===== config.mk =====
export PLATFORM = sky130hd
export DESIGN_NAME = axis_fmcw_chirp_sequencer
export DESIGN_NICKNAME = d
export VERILOG_FILES = /design/src/rtl/fmcw_pkg.sv /design/src/rtl/fmcw_period_timer.sv /design/src/rtl/axis_fmcw_chirp_sequencer.sv
export SDC_FILE = /design/constraint.sdc
export NUM_CORES = 1
export LEC_CHECK = 0
export CAP_MARGIN = 25
export CELL_PAD_IN_SITES_DETAIL_PLACEMENT = 1
export CELL_PAD_IN_SITES_GLOBAL_PLACEMENT = 1
export CORE_ASPECT_RATIO = 1.25
export CORE_UTILIZATION = 40
export DETAILED_ROUTE_END_ITERATION = 6
export PLACE_DENSITY = 0.85
export SYNTH_ARGS = -nofsm -noshare
export SYNTH_HDL_FRONTEND = slang
export SYNTH_SLANG_ARGS = --single-unit

===== constraint.sdc =====
create_clock -name aclk -period 6 [get_ports aclk]
set_input_delay 0.9 -clock aclk [delete_from_list [all_inputs] [get_ports aclk]]
set_output_delay 0.9 -clock aclk [all_outputs]
set_load 0.02 [all_outputs]

===== src/rtl/fmcw_pkg.sv =====
// -----------------------------------------------------------------------------
// fmcw_pkg
// Shared definitions for the FMCW chirp sequencer:
//   - state_e      : burst sequencer state encoding
//   - NFFT_LSB/W   : position of the log2 FFT size field in the FFT config word
//   - FWD_BIT      : forward/inverse select bit in the FFT config word
//   - DEFAULT_MIN_PERIOD : default lower clamp for the chirp period
//   - fft_cfg_word : builds the FFT config word from a log2 size
// -----------------------------------------------------------------------------
package fmcw_pkg;

  typedef enum logic [2:0] {
    IDLE   = 3'd0,
    CONFIG = 3'd1,
    RUN    = 3'd2,
    DRAIN  = 3'd3,
    DONE   = 3'd4
  } state_e;

  localparam int NFFT_LSB           = 0;
  localparam int NFFT_W             = 5;
  localparam int FWD_BIT            = 8;
  localparam int CFG_TDATA_W        = 16;
  localparam int DEFAULT_MIN_PERIOD = 8;

  // Forward transform of size 2**nfft; every other bit is left at zero.
  function automatic logic [CFG_TDATA_W-1:0] fft_cfg_word(input logic [NFFT_W-1:0] nfft);
    logic [CFG_TDATA_W-1:0] w;
    w                      = '0;
    w[NFFT_LSB +: NFFT_W]  = nfft;
    w[FWD_BIT]             = 1'b1;
    return w;
  endfunction

endpackage


===== src/rtl/fmcw_period_timer.sv =====
// -----------------------------------------------------------------------------
// fmcw_period_timer
// Free-running chirp period counter with ramp pulse generation.
// Ports:
//   aclk, aresetn : clock, synchronous active-low reset
//   enable        : counter runs while high, is held at 0 while low
//   period        : period in aclk cycles (caller guarantees > RAMP_PULSE)
//   ramp          : high while the counter is below RAMP_PULSE
//   rise          : high on the first cycle of each ramp pulse
// -----------------------------------------------------------------------------
module fmcw_period_timer #(
  parameter int PERIOD_WIDTH = 32,
  parameter int RAMP_PULSE   = 4
) (
  input  logic                    aclk,
  input  logic                    aresetn,
  input  logic                    enable,
  input  logic [PERIOD_WIDTH-1:0] period,
  output logic                    ramp,
  output logic                    rise
);

  logic [PERIOD_WIDTH-1:0] cnt_q, cnt_d;

  // Holding the counter at zero while disabled makes the first enabled
  // cycle the start of a ramp pulse. The >= compare keeps the counter
  // bounded even if it were ever above period-1.
  always_comb begin
    cnt_d = cnt_q;
    if (!enable) begin
      cnt_d = '0;
    end else if (cnt_q >= period - PERIOD_WIDTH'(1)) begin
      cnt_d = '0;
    end else begin
      cnt_d = cnt_q + PERIOD_WIDTH'(1);
    end
  end

  always_ff @(posedge aclk) begin
    if (!aresetn) begin
      cnt_q <= '0;
    end else begin
      cnt_q <= cnt_d;
    end
  end

  assign ramp = enable && (cnt_q < PERIOD_WIDTH'(RAMP_PULSE));
  assign rise = enable && (cnt_q == '0);

endmodule


===== src/rtl/axis_fmcw_chirp_sequencer.sv =====
// -----------------------------------------------------------------------------
// axis_fmcw_chirp_sequencer
// Sequences one FMCW measurement burst: programs the FFT core over its AXIS
// config channel, issues cfg_nchirps ramp pulses at a fixed period, then waits
// for the matching number of FFT frames before reporting done.
// Ports:
//   aclk, aresetn          : clock, synchronous active-low reset
//   start, abort           : burst request (IDLE only) / burst stop
//   cfg_period/nchirps/window : burst configuration, latched on start
//   win_cfg_data           : latched cfg_window for the window block
//   ramp                   : chirp trigger pulse (RAMP_PULSE cycles high)
//   m_axis_config_*        : FFT config AXIS master
//   frame_last             : one-cycle strobe per completed FFT frame
//   busy, done             : not-IDLE flag / one-cycle completion pulse
//   err_overrun            : sticky, ramp issued with >= 2 frames outstanding
//   sts_chirp              : ramps issued in the current burst
// -----------------------------------------------------------------------------
module axis_fmcw_chirp_sequencer
  import fmcw_pkg::*;
#(
  parameter int CNT_WIDTH    = 16,
  parameter int PERIOD_WIDTH = 32,
  parameter int RAMP_PULSE   = 4,
  parameter int MIN_PERIOD   = DEFAULT_MIN_PERIOD  // must exceed RAMP_PULSE
) (
  input  logic                    aclk,
  input  logic                    aresetn,
  input  logic                    start,
  input  logic                    abort,
  input  logic [PERIOD_WIDTH-1:0] cfg_period,
  input  logic [CNT_WIDTH-1:0]    cfg_nchirps,
  input  logic [7:0]              cfg_window,
  output logic [7:0]              win_cfg_data,
  output logic                    ramp,
  output logic [CFG_TDATA_W-1:0]  m_axis_config_tdata,
  output logic                    m_axis_config_tvalid,
  input  logic                    m_axis_config_tready,
  input  logic                    frame_last,
  output logic                    busy,
  output logic                    done,
  output logic                    err_overrun,
  output logic [CNT_WIDTH-1:0]    sts_chirp
);

  state_e                   state_q;
  logic [PERIOD_WIDTH-1:0]  period_q;
  logic [CNT_WIDTH-1:0]     nchirps_q;
  logic [7:0]               win_q;
  logic [CFG_TDATA_W-1:0]   tdata_q;
  logic                     tvalid_q;
  logic                     err_q;
  logic                     abort_pend_q;
  logic [CNT_WIDTH-1:0]     sts_q;
  logic [CNT_WIDTH-1:0]     frames_q;
  logic [CNT_WIDTH-1:0]     outst_q, outst_d;

  logic                     rise_w;
  logic                     start_ok;
  logic                     frame_ok;
  logic                     cfg_hs;
  logic [PERIOD_WIDTH-1:0]  period_clamped;

  fmcw_period_timer #(
    .PERIOD_WIDTH (PERIOD_WIDTH),
    .RAMP_PULSE   (RAMP_PULSE)
  ) u_timer (
    .aclk    (aclk),
    .aresetn (aresetn),
    .enable  (state_q == RUN),
    .period  (period_q),
    .ramp    (ramp),
    .rise    (rise_w)
  );

  // abort wins over start in the same cycle.
  assign start_ok = (state_q == IDLE) && start && !abort;
  assign cfg_hs   = tvalid_q && m_axis_config_tready;

  // Frames only count while chirps can be in flight, and never below zero.
  assign frame_ok = frame_last && ((state_q == RUN) || (state_q == DRAIN))
                    && (outst_q != '0);

  assign period_clamped = (cfg_period < PERIOD_WIDTH'(MIN_PERIOD))
                          ? PERIOD_WIDTH'(MIN_PERIOD) : cfg_period;

  // Outstanding frames: a coincident ramp rise and accepted frame cancel out.
  always_comb begin
    outst_d = outst_q;
    if (start_ok) begin
      outst_d = '0;
    end else if (rise_w && !frame_ok) begin
      if (outst_q != {CNT_WIDTH{1'b1}}) begin
        outst_d = outst_q + CNT_WIDTH'(1);
      end
    end else if (frame_ok && !rise_w) begin
      outst_d = outst_q - CNT_WIDTH'(1);
    end
  end

  always_ff @(posedge aclk) begin
    if (!aresetn) begin
      state_q      <= IDLE;
      period_q     <= '0;
      nchirps_q    <= '0;
      win_q        <= '0;
      tdata_q      <= '0;
      tvalid_q     <= 1'b0;
      err_q        <= 1'b0;
      abort_pend_q <= 1'b0;
      sts_q        <= '0;
      frames_q     <= '0;
      outst_q      <= '0;
    end else begin
      outst_q <= outst_d;

      // rise_w is only ever asserted in RUN, so this never collides with
      // the clears done on start in IDLE.
      if (rise_w) begin
        sts_q <= sts_q + CNT_WIDTH'(1);
        if (outst_q >= CNT_WIDTH'(2)) begin
          err_q <= 1'b1;
        end
      end

      if (frame_ok) begin
        frames_q <= frames_q + CNT_WIDTH'(1);
      end

      case (state_q)
        IDLE: begin
          if (start_ok) begin
            period_q     <= period_clamped;
            nchirps_q    <= cfg_nchirps;
            win_q        <= cfg_window;
            tdata_q      <= fft_cfg_word(cfg_window[NFFT_LSB +: NFFT_W]);
            tvalid_q     <= 1'b1;
            err_q        <= 1'b0;
            abort_pend_q <= 1'b0;
            sts_q        <= '0;
            frames_q     <= '0;
            state_q      <= CONFIG;
          end
        end

        // An AXIS master may not withdraw tvalid, so abort is remembered
        // and acted on once the FFT core has taken the word.
        CONFIG: begin
          if (abort) begin
            abort_pend_q <= 1'b1;
          end
          if (cfg_hs) begin
            tvalid_q     <= 1'b0;
            abort_pend_q <= 1'b0;
            if (abort || abort_pend_q) begin
              state_q <= IDLE;
            end else if (nchirps_q == '0) begin
              state_q <= DONE;
            end else begin
              state_q <= RUN;
            end
          end
        end

        // Leave only once the final ramp pulse is low, so it keeps its
        // full width.
        RUN: begin
          if (abort) begin
            state_q <= IDLE;
          end else if (!ramp && (sts_q == nchirps_q)) begin
            state_q <= DRAIN;
          end
        end

        DRAIN: begin
          if (abort) begin
            state_q <= IDLE;
          end else if (frames_q == nchirps_q) begin
            state_q <= DONE;
          end
        end

        DONE: begin
          state_q <= IDLE;
        end

        default: begin
          state_q <= IDLE;
        end
      endcase
    end
  end

  assign win_cfg_data         = win_q;
  assign m_axis_config_tdata  = tdata_q;
  assign m_axis_config_tvalid = tvalid_q;
  assign busy                 = (state_q != IDLE);
  assign done                 = (state_q == DONE);
  assign err_overrun          = err_q;
  assign sts_chirp            = sts_q;

endmodule


==> run_1/floorplan.png <==
The bar under the picture is 50 µm long. Pins as bars on the die edge. Tap cells in grey.
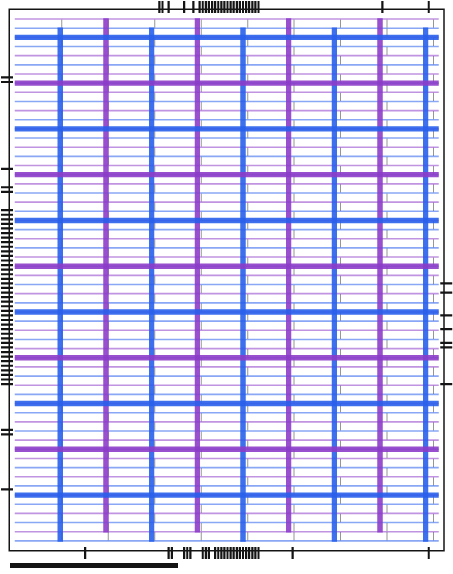
| net | colour |
|---|---|
| VSS | blue |
| VDD | purple |
met5 straps: 11
tap cells: 265

==> run_1/class_map.png <==
The bar under the picture is 50 µm long.
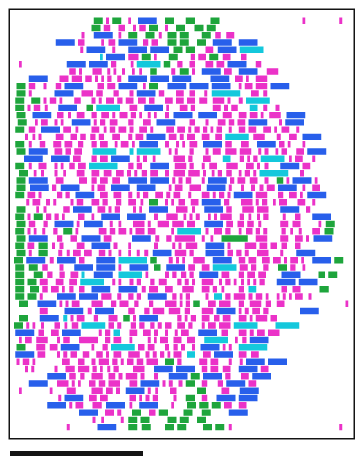
| class | colour | cells |
|---|---|---|
| remaining buffers and delay cells | green | 106 |
| sequential cells | blue | 143 |
| clock drivers and dummy loads | cyan | 32 |
| remaining logic cells | magenta | 765 |

==> flow_metrics.py, run 1 <==
# Physical implementation metrics
metrics = {
    "finish": {
        "fill_cells": 2303,
        "nClkBuffers": 19,
        "ff_count": 143,
        "diodes": 0,
        "non_clock_buffer_area_share": 0.107,
        "drive_gt1_frac": 0.0507,
        "n_all_buffers": 106,
    },
    "cts": {
        "cts_buffer_depth": 2,
        "cts.htree.levels": 4,
        "cts_sinks": 143,
        "clk_latency_ns": 0.43,
        "cts_inserted_buffers": 17,
    },
    "floorplan": {
        "die-height_um": 160,
        "io_pins": 107,
        "taps": 265,
    },
    "grt": {
        "grt_pass1_vias": 7850,
        "overflow": 0,
        "grt.total_usage": 0.251,
        "grt_pass1_wl_mm": 40.2,
    },
    "critical_path": {
        "crit_required_ns": 6.35,
        "regToRegStartpoint": "u_timer.cnt_q[19]",
        "reg2reg_slack_ns": 1.67,
        "crit_start": "u_timer.cnt_q[19]",
        "cp_top_family": "simple AND/OR/NAND/NOR gates",
        "path_buffers": 1,
    },
    "detailed_routing": {
        "routed_wl_mm": 24.8,
        "avgViaCountPerCell": 5.56,
        "antenna_left": 0,
        "dr.pass1.iters": 4,
        "drt_iter0_markers": 411,
    },
    "timing": {
        "whs_ns": 0.451,
        "rsz0062_at_grt": "no",
        "fin_setup_tns_ns": 0,
        "finalClockPeriodUsage": 0.722,
        "finClkSkew_ns": 0.00827,
        "fmax_ghz": 0.231,
    },
    "hold_path": {
        "hp-class": "flip-flop to flip-flop",
        "min_path_cells": 2,
        "min_to": "err_overrun",
        "min-delay-start": "err_overrun",
    },
    "placed_design": {
        "portBuffers": 96,
        "dp_cells": 1278,
    },
    "logic_synthesis": {
        "yosysWarnings": 0,
        "ys_area_mm2": 0.00803,
        "synth-compound-area-share": 0.131,
        "ys.flops": 143,
        "avgSynthCellArea_um2": 8.50,
        "yosys.area_share.simple": 0.239,
        "ys_cells": 945,
        "synth-edff-count": 0,
        "synth_cell_types": 57,
    },
    "outcome": {
        "status": "finished, final reports clean",
    },
    "run": {
        "warning_count": 27,
    },
    "power": {
        "p_per_area_mw_per_mm2": 445,
    },
}
==> run_1/clock_wires.png <==
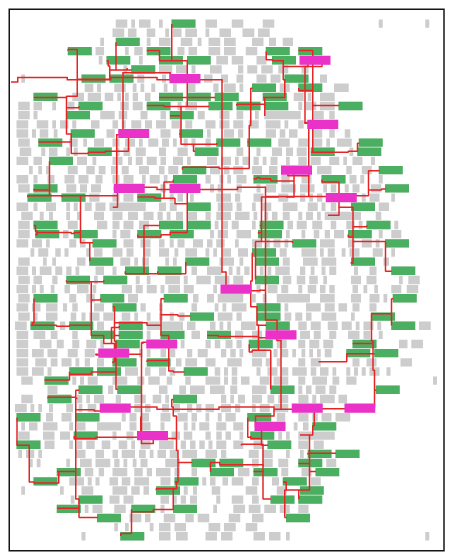
[clock wires] red | length: 1,970 µm
[flip-flops] green | count: 143
[clock-net drivers] magenta | count: 17
flops lie: spread over the die
routed clock nets: 18

run 1: cell usage in the layout (no fill, tap or decap), types with 29 or more instances in the layout:
cell type        Yosys  final
a22o_1              29     29
nand3_1             33     33
xnor2_1             59     59
nand2_1            105    105
xor2_1              71     71
nand4_1             32     32
clkdlybuf4s50_1      0     96
nor2_1             115    113
ha_1                51     51
dfxtp_1            143    143
nor4_1              32     32
run 1: metrics by stage:
stage                     utilization  area (µm²)
after floorplan                     -        8070
after detailed placement        0.470        9190
after global placement          0.470        9190
after global routing            0.505        9860
final                           0.505        9860
after CTS                       0.503        9840
run 1: worst max-delay path by stage:
stage,end,slack (ns),cells after the start
4_1_cts,u_timer.cnt_q[0],1.49,15
3_3_place_gp,u_timer.cnt_q[13],1.75,15
3_5_place_dp,u_timer.cnt_q[25],1.50,15
6_report,outst_q[15],1.67,13
2_1_floorplan,outst_q[15],2.10,12
5_1_grt,outst_q[14],1.42,13
run 1: routing by layer:
metal | track usage | vias up | wire [µm] | part of all wire
met4 | 0.128 | 0 | 1090 | 0.044
met2 | 0.466 | 152 | 13200 | 0.53
li1 | - | 3497 | - | -
met1 | 0.266 | 3582 | 9620 | 0.39
met3 | 0.0480 | 63 | 854 | 0.034
met5 | 0 | - | 0 | 0
run 1: report_power, final:
group / switching [mW] / total, mW / internal, mW
Clock: 0.433 / 1.17 / 0.740
Sequential: 0.155 / 1.22 / 1.06
Combinational: 1.14 / 2.00 / 0.858
Total: 1.73 / 4.39 / 2.66
run 1: registers in the layout (all words and copies together) (netlist names):
name	flops
outst_q	16
period_q	32
state_q	3
m_axis_config_tdata	1
u_timer.cnt_q	32
sts_chirp	16
nchirps_q	16
err_overrun	1
m_axis_config_tvalid	1
win_cfg_data	8
abort_pend_q	1
frames_q	16
==> run 2, diff against run 1 <==
CORE_UTILIZATION = 38   (was 40)
clock period = 3.5 ns   (was 6 ns; I/O delays follow)
==> run 2 against run 1 <==
Net effect:
- the flow now finishes with violations (negative setup slack)
- wire length grew 30%
- global-route usage rose by 1.9 points
- worst hold slack hardly changed
- synthesized cell count stayed put
- highest routed layer unchanged
- critical path type unchanged
- via count up 12%
- non-clock buffer count increased by 82
- register-to-register slack lost 2.2 ns
- clock skew rose by 0.0078 ns
==> flow_metrics.py, run 2 <==
# Physical implementation metrics
metrics = {
    "floorplan": {
        "io_pins": 107,
        "fp_util": 0.387,
        "dieArea_mm2": 0.0217,
        "die-height_um": 165,
    },
    "timing": {
        "whs_ns": 0.452,
        "rsz0062_at_grt": "yes",
        "slew_headroom": 0.482,
        "finalClockPeriodUsage": 1.14,
        "fin_ws_ns": -0.498,
        "fmax_ghz": 0.250,
        "finClkSkew_ns": 0.0161,
        "finalSetupViolCount": 33,
        "fin_setup_tns_ns": -15.18,
        "worst_pin_slew_ns": 0.770,
    },
    "logic_synthesis": {
        "ys_area_mm2": 0.00803,
        "avgSynthCellArea_um2": 8.50,
        "top_cell_area_share": 0.356,
        "common_cells": "dfxtp_1 (143), nor2_1 (115), nand2_1 (105)",
        "synth_cell_types": 57,
        "ys.flops": 143,
        "ys_cells": 945,
        "yosysWarnings": 0,
        "synth-edff-count": 0,
    },
    "finish": {
        "diodes": 0,
        "lay_top_cells": "dfxtp_1 (142), nand2_1 (102), nor2_1 (98)",
        "drive_gt1_frac": 0.162,
        "layout_top_cell": "dfxtp_1",
        "utilization": 0.520,
        "nets": 1229,
        "fin_area_mm2": 0.0108,
        "layout.cells.non_filler": 1402,
        "reg.largest.list": "period_q (32), u_timer.cnt_q (32)",
    },
    "grt": {
        "grtUsageMet2": 0.497,
        "top_usage_layer": "met2",
        "grt_pass1_wl_mm": 45.5,
        "grt.total_usage": 0.270,
        "use_met3": 0.0460,
        "grt_util_met1": 0.279,
        "overflow": 0,
        "grt_pass1_vias": 8591,
        "antenna_found_initial": 1,
    },
    "cts": {
        "cts_buffer_depth": 2,
        "cts_inserted_buffers": 17,
        "clk_latency_ns": 0.45,
        "cts_sinks": 143,
        "path_clk_slew_ns": 0.07,
        "cts.htree.levels": 4,
    },
    "power": {
        "p_per_area_mw_per_mm2": 787,
        "pwr-share-clk": 0.216,
        "p_seq_frac": 0.245,
        "combPwrFrac": 0.539,
        "p_sw_mw": 3.62,
        "static-leakage-power_nw": 4.32,
        "swShare": 0.427,
        "p_int_mw": 4.87,
    },
    "detailed_routing": {
        "top_layer_used": "met4",
        "vias": 8147,
        "antenna_left": 0,
        "drt_iter0_markers": 565,
        "avgViaCountPerCell": 5.81,
        "routed_wl_mm": 32.2,
        "dr.pass1.iters": 5,
        "wl_met3_mm": 1.37,
        "wl_met1_mm": 11.9,
        "wl_met2_mm": 16.8,
    },
    "hold_path": {
        "hp-class": "flip-flop to flip-flop",
        "min_path_cells": 2,
        "min-delay-start": "err_overrun",
        "min_to": "err_overrun",
    },
    "critical_path": {
        "reg2reg_slack_ns": -0.50,
        "regToRegStartpoint": "period_q[2]",
        "path_max_fanout": 8,
        "crit_start": "period_q[2]",
        "crit_type": "flip-flop to flip-flop",
        "endpoint": "u_timer.cnt_q[6]",
        "crit_required_ns": 3.83,
    },
    "outcome": {
        "violations": "negative setup slack",
        "status": "finished with violations",
    },
    "placed_design": {
        "dp_cells": 1353,
        "pre_cts_ws_ns": -0.289,
        "portBuffers": 96,
        "placed_cell_area_mm2": 0.00972,
    },
    "run": {
        "maxCapViolations": 0,
        "warning_count": 29,
    },
}
==> run 2: cell counts after synthesis <==
Identical to the previous run, type by type.
==> run 2: power groups by stage <==
stage	sequential, mW	combinational, mW	clock (mW)
3_5_place_dp	2.07	3.83	0
6_report	2.08	4.57	1.83
5_1_grt	2.10	4.88	1.92
2_1_floorplan	2.04	2.53	0
3_3_place_gp	2.06	3.68	0
4_1_cts	2.05	4.05	1.83
==> run 2: cells by family (layout without fill, tap and decap cells) <==
group                    after synthesis  count (layout)  share of synthesized area
AND-OR/OR-AND                        150             150                      0.131
multiplexers                           9               9                     0.0112
adder cells (fa/ha/maj)               52              52                     0.0819
XOR/XNOR                             130             130                      0.142
buffers and inverters                 64             238                     0.0383
other                                  1              10                   0.000467
flip-flops                           143             143                      0.356
AND/OR/NAND/NOR                      396             396                      0.239
==> run 2: critical path, cell delays in order (launching register included) <==
cell,delay (ns)
dfxtp_1,0.39
nor3_1,0.28
buf_4,0.20
and3_1,0.28
nand2_1,0.17
nor3b_1,0.51
xnor2_1,0.15
ha_1,0.34
nand3_1,0.13
or4_4,0.59
a211oi_2,0.27
o31ai_2,0.15
nand2_2,0.16
buf_6,0.19
nor2_1,0.06
==> run 2: cell type report <==
type | instances | area (µm²)
multi-input combinational | 747 | 5250
timing repair buffer | 188 | 1700
inverter | 18 | 67.6
clock buffer | 20 | 447
fill | 2351 | 9950
tap | 274 | 343
sequential | 143 | 2860
clock inverter | 12 | 128
==> run 2: what timing repair did <==
item	4_1_cts	5_1_grt
endpoints found under the hold margin	0	0
pin swaps	12	12
setup endpoints to repair	38	38
gates resized	43	35
cloned	1	0
setup buffers	3	13
hold buffers	0	0
==> run_2/layers.png <==
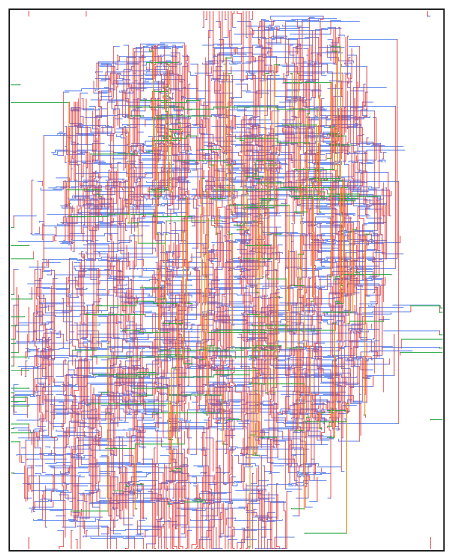
| layer | colour | wire length |
|---|---|---|
| M4 | orange | 2,050 µm |
| M2 | red | 16,800 µm |
| M1 | blue | 11,900 µm |
| M3 | green | 1,370 µm |

==> run_2/class_map.png <==
The bar under the picture is 50 µm long.
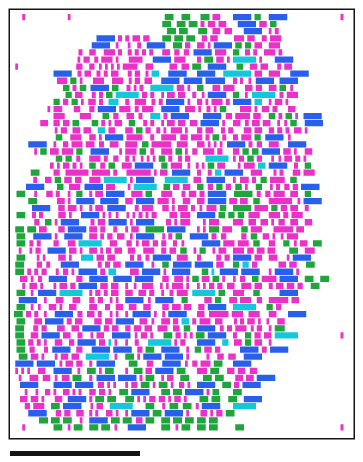
| class | colour | cells |
|---|---|---|
| sequential cells | blue | 143 |
| clock drivers and dummy loads | cyan | 32 |
| remaining logic cells | magenta | 765 |
| remaining buffers and delay cells | green | 188 |

==> run_2/clock_wires.png <==
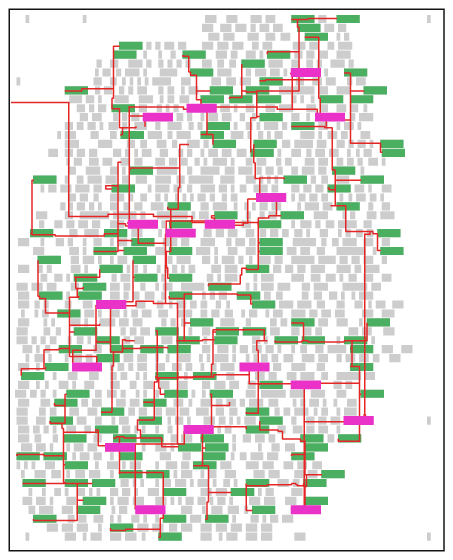
[clock wires] red | length: 2,110 µm
[clock-net drivers] magenta | count: 17
[flip-flops] green | count: 143
flops lie: spread over the die
routed clock nets: 18

==> run 3, diff against run 2 <==
TNS_END_PERCENT = 50   (was unset)
==> run 3 against run 2 <==
Net effect:
- the run still ends with negative setup slack left
- power down 3.1%
- sequential power barely moved
- wire length is 6.7% lower
- design area down 0.97%
- non-clock buffer count shrank 9
==> flow_metrics.py, run 3 <==
# Physical implementation metrics
metrics = {
    "logic_synthesis": {
        "ys_area_mm2": 0.00803,
        "synth-edff-count": 0,
        "ys.flops": 143,
    },
    "hold_path": {
        "hp-class": "flip-flop to flip-flop",
    },
    "finish": {
        "layout_top_cell": "dfxtp_1",
        "reg.largest.list": "period_q (32), u_timer.cnt_q (32)",
        "fill_cells": 2373,
        "layout.cells.non_filler": 1393,
        "fin_area_mm2": 0.0107,
    },
    "timing": {
        "finalSetupViolCount": 34,
        "rsz0062_at_grt": "yes",
        "finClkSkew_ns": 0.0178,
        "fin_ws_ns": -0.387,
    },
    "critical_path": {
        "crit_type": "flip-flop to flip-flop",
        "reg2reg_slack_ns": -0.39,
        "crit_start": "period_q[11]",
        "worstPathCellList": "or4_4, nor3_4, nand4_1, buf_4, nor2_4, nand2_4, nor3_4, xnor2_1, ha_1, a21o_1, a21o_1, a21oi_2, o211ai_1, o31ai_2, nand2_2, buf_12, nor2_1",
        "cp_slowest_cell": "or4_4",
    },
    "floorplan": {
        "io_pins": 107,
    },
    "cts": {
        "holdBufCountCts": 0,
        "cts_sinks": 143,
        "cts_inserted_buffers": 17,
        "path_clk_slew_ns": 0.06,
        "cts_buffer_depth": 2,
    },
    "detailed_routing": {
        "top_layer_used": "met5",
        "routed_wl_mm": 30.0,
        "wl_met3_mm": 1.32,
    },
    "outcome": {
        "violations": "negative setup slack",
        "status": "finished with violations",
    },
    "grt": {
        "top_usage_layer": "met2",
        "overflow": 0,
        "use_met3": 0.0494,
        "grt_util_met1": 0.277,
    },
    "power": {
        "p_per_area_mw_per_mm2": 770,
    },
    "placed_design": {
        "dp_cells": 1353,
    },
}
## run 3: worst min-delay path by stage
stage | startpoint | to
2_1_floorplan | u_timer.cnt_q[0] | u_timer.cnt_q[0]
3_5_place_dp | err_overrun | err_overrun
5_1_grt | err_overrun | err_overrun
4_1_cts | err_overrun | err_overrun
6_report | err_overrun | err_overrun
3_3_place_gp | err_overrun | err_overrun
## run 3: cells by family (layout without fill, tap and decap cells)
group / count (synthesis) / after routing / share of synthesized area
and+or+nand+nor: 396 / 396 / 0.239
DFF: 143 / 143 / 0.356
adders and majority gates: 52 / 52 / 0.0819
muxes: 9 / 9 / 0.0112
xor gates and xnor gates: 130 / 130 / 0.142
AOI/OAI and AO/OA: 150 / 150 / 0.131
other: 1 / 10 / 0.000467
buffers and inverters: 64 / 229 / 0.0383
## run 3: critical path: cells and delay by family, from the launching register on
kind                       cells  cell delay [ns]
buffers and inverters          2             0.41
adders and majority gates      1             0.30
xor gates and xnor gates       1             0.16
and+or+nand+nor                8             1.59
AOI/OAI and AO/OA              5             1.02
DFF                            1             0.32
## run 3: report_power, final
part,total [mW],leakage [nW],internal [mW],switching (mW)
sequential,2.07,1.16,1.82,0.250
clock,1.82,0.272,1.02,0.802
combinational,4.34,2.84,1.97,2.37
## run 3: area by class of cell
class	count	share of cell area
multi-input cells	747	0.487
clock buffers	20	0.0418
clock inverters	12	0.0119
flip-flops and latches	143	0.268
well taps	274	0.0321
repair buffers	179	0.152
inverters	18	0.00632
## run 3: per-stage QoR
| step | TNS, ns | setup WS [ns] | util |
|---|---|---|---|
| finish | -10.58 | -0.387 | 0.515 |
| global route | -16.13 | -0.531 | 0.515 |
| CTS | -5.02 | -0.189 | 0.505 |
| detailed placement | -8.40 | -0.289 | 0.469 |
| global placement | -0.798 | -0.0283 | 0.469 |
| floorplan | 0 | 0.0131 | - |
==> run_3/floorplan.png <==
The bar under the picture is 50 µm long. Pins as bars on the die edge. Tap cells in grey.
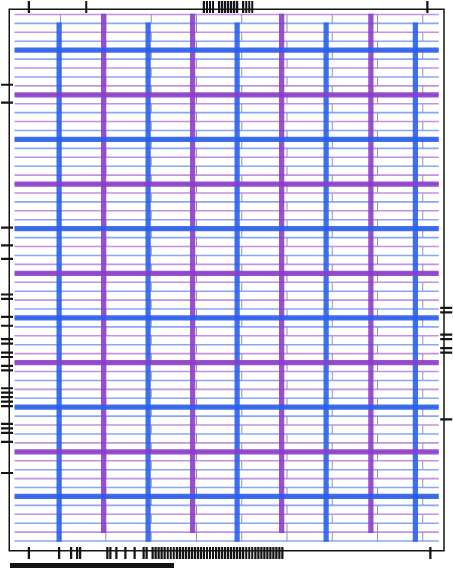
| net | colour |
|---|---|
| VSS | blue |
| VDD | purple |
rows: 59
met5 straps: 11
tap cells: 274
met4 straps: 9
signal pins: 107

==> run_3/layers.png <==
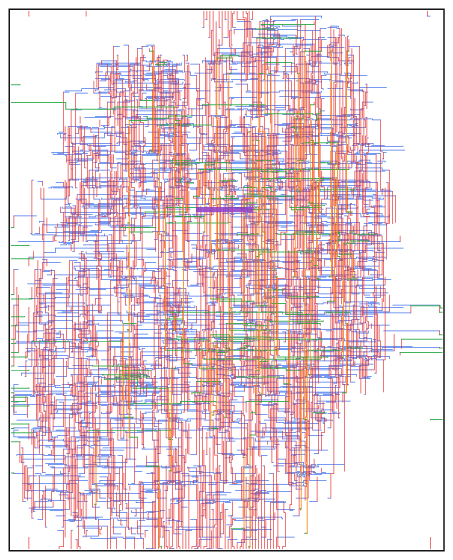
| layer | colour | wire length |
|---|---|---|
| M2 | red | 15,600 µm |
| M3 | green | 1,320 µm |
| M5 | purple | 15.6 µm |
| M1 | blue | 10,900 µm |
| M4 | orange | 2,120 µm |

==> run_3/clock_wires.png <==
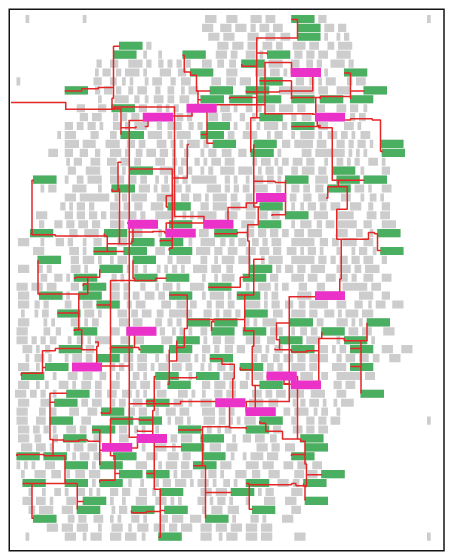
[clock wires] red | length: 2,020 µm
[clock-net drivers] magenta | count: 17
[flip-flops] green | count: 143
routed clock nets: 18
flops lie: spread over the die


==> screenshots <==
Routing congestion map.
picture 1
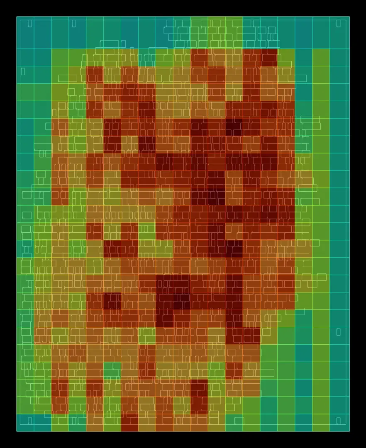
picture 2
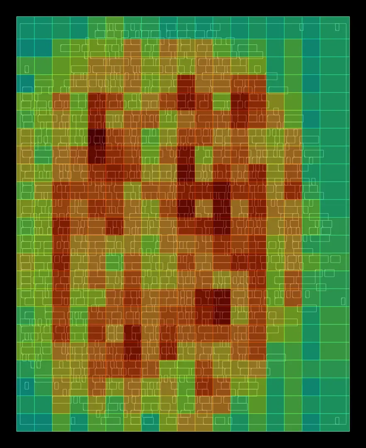
run 3: picture 1
run 1: picture 2

Power and IR drop assume default switching activity.
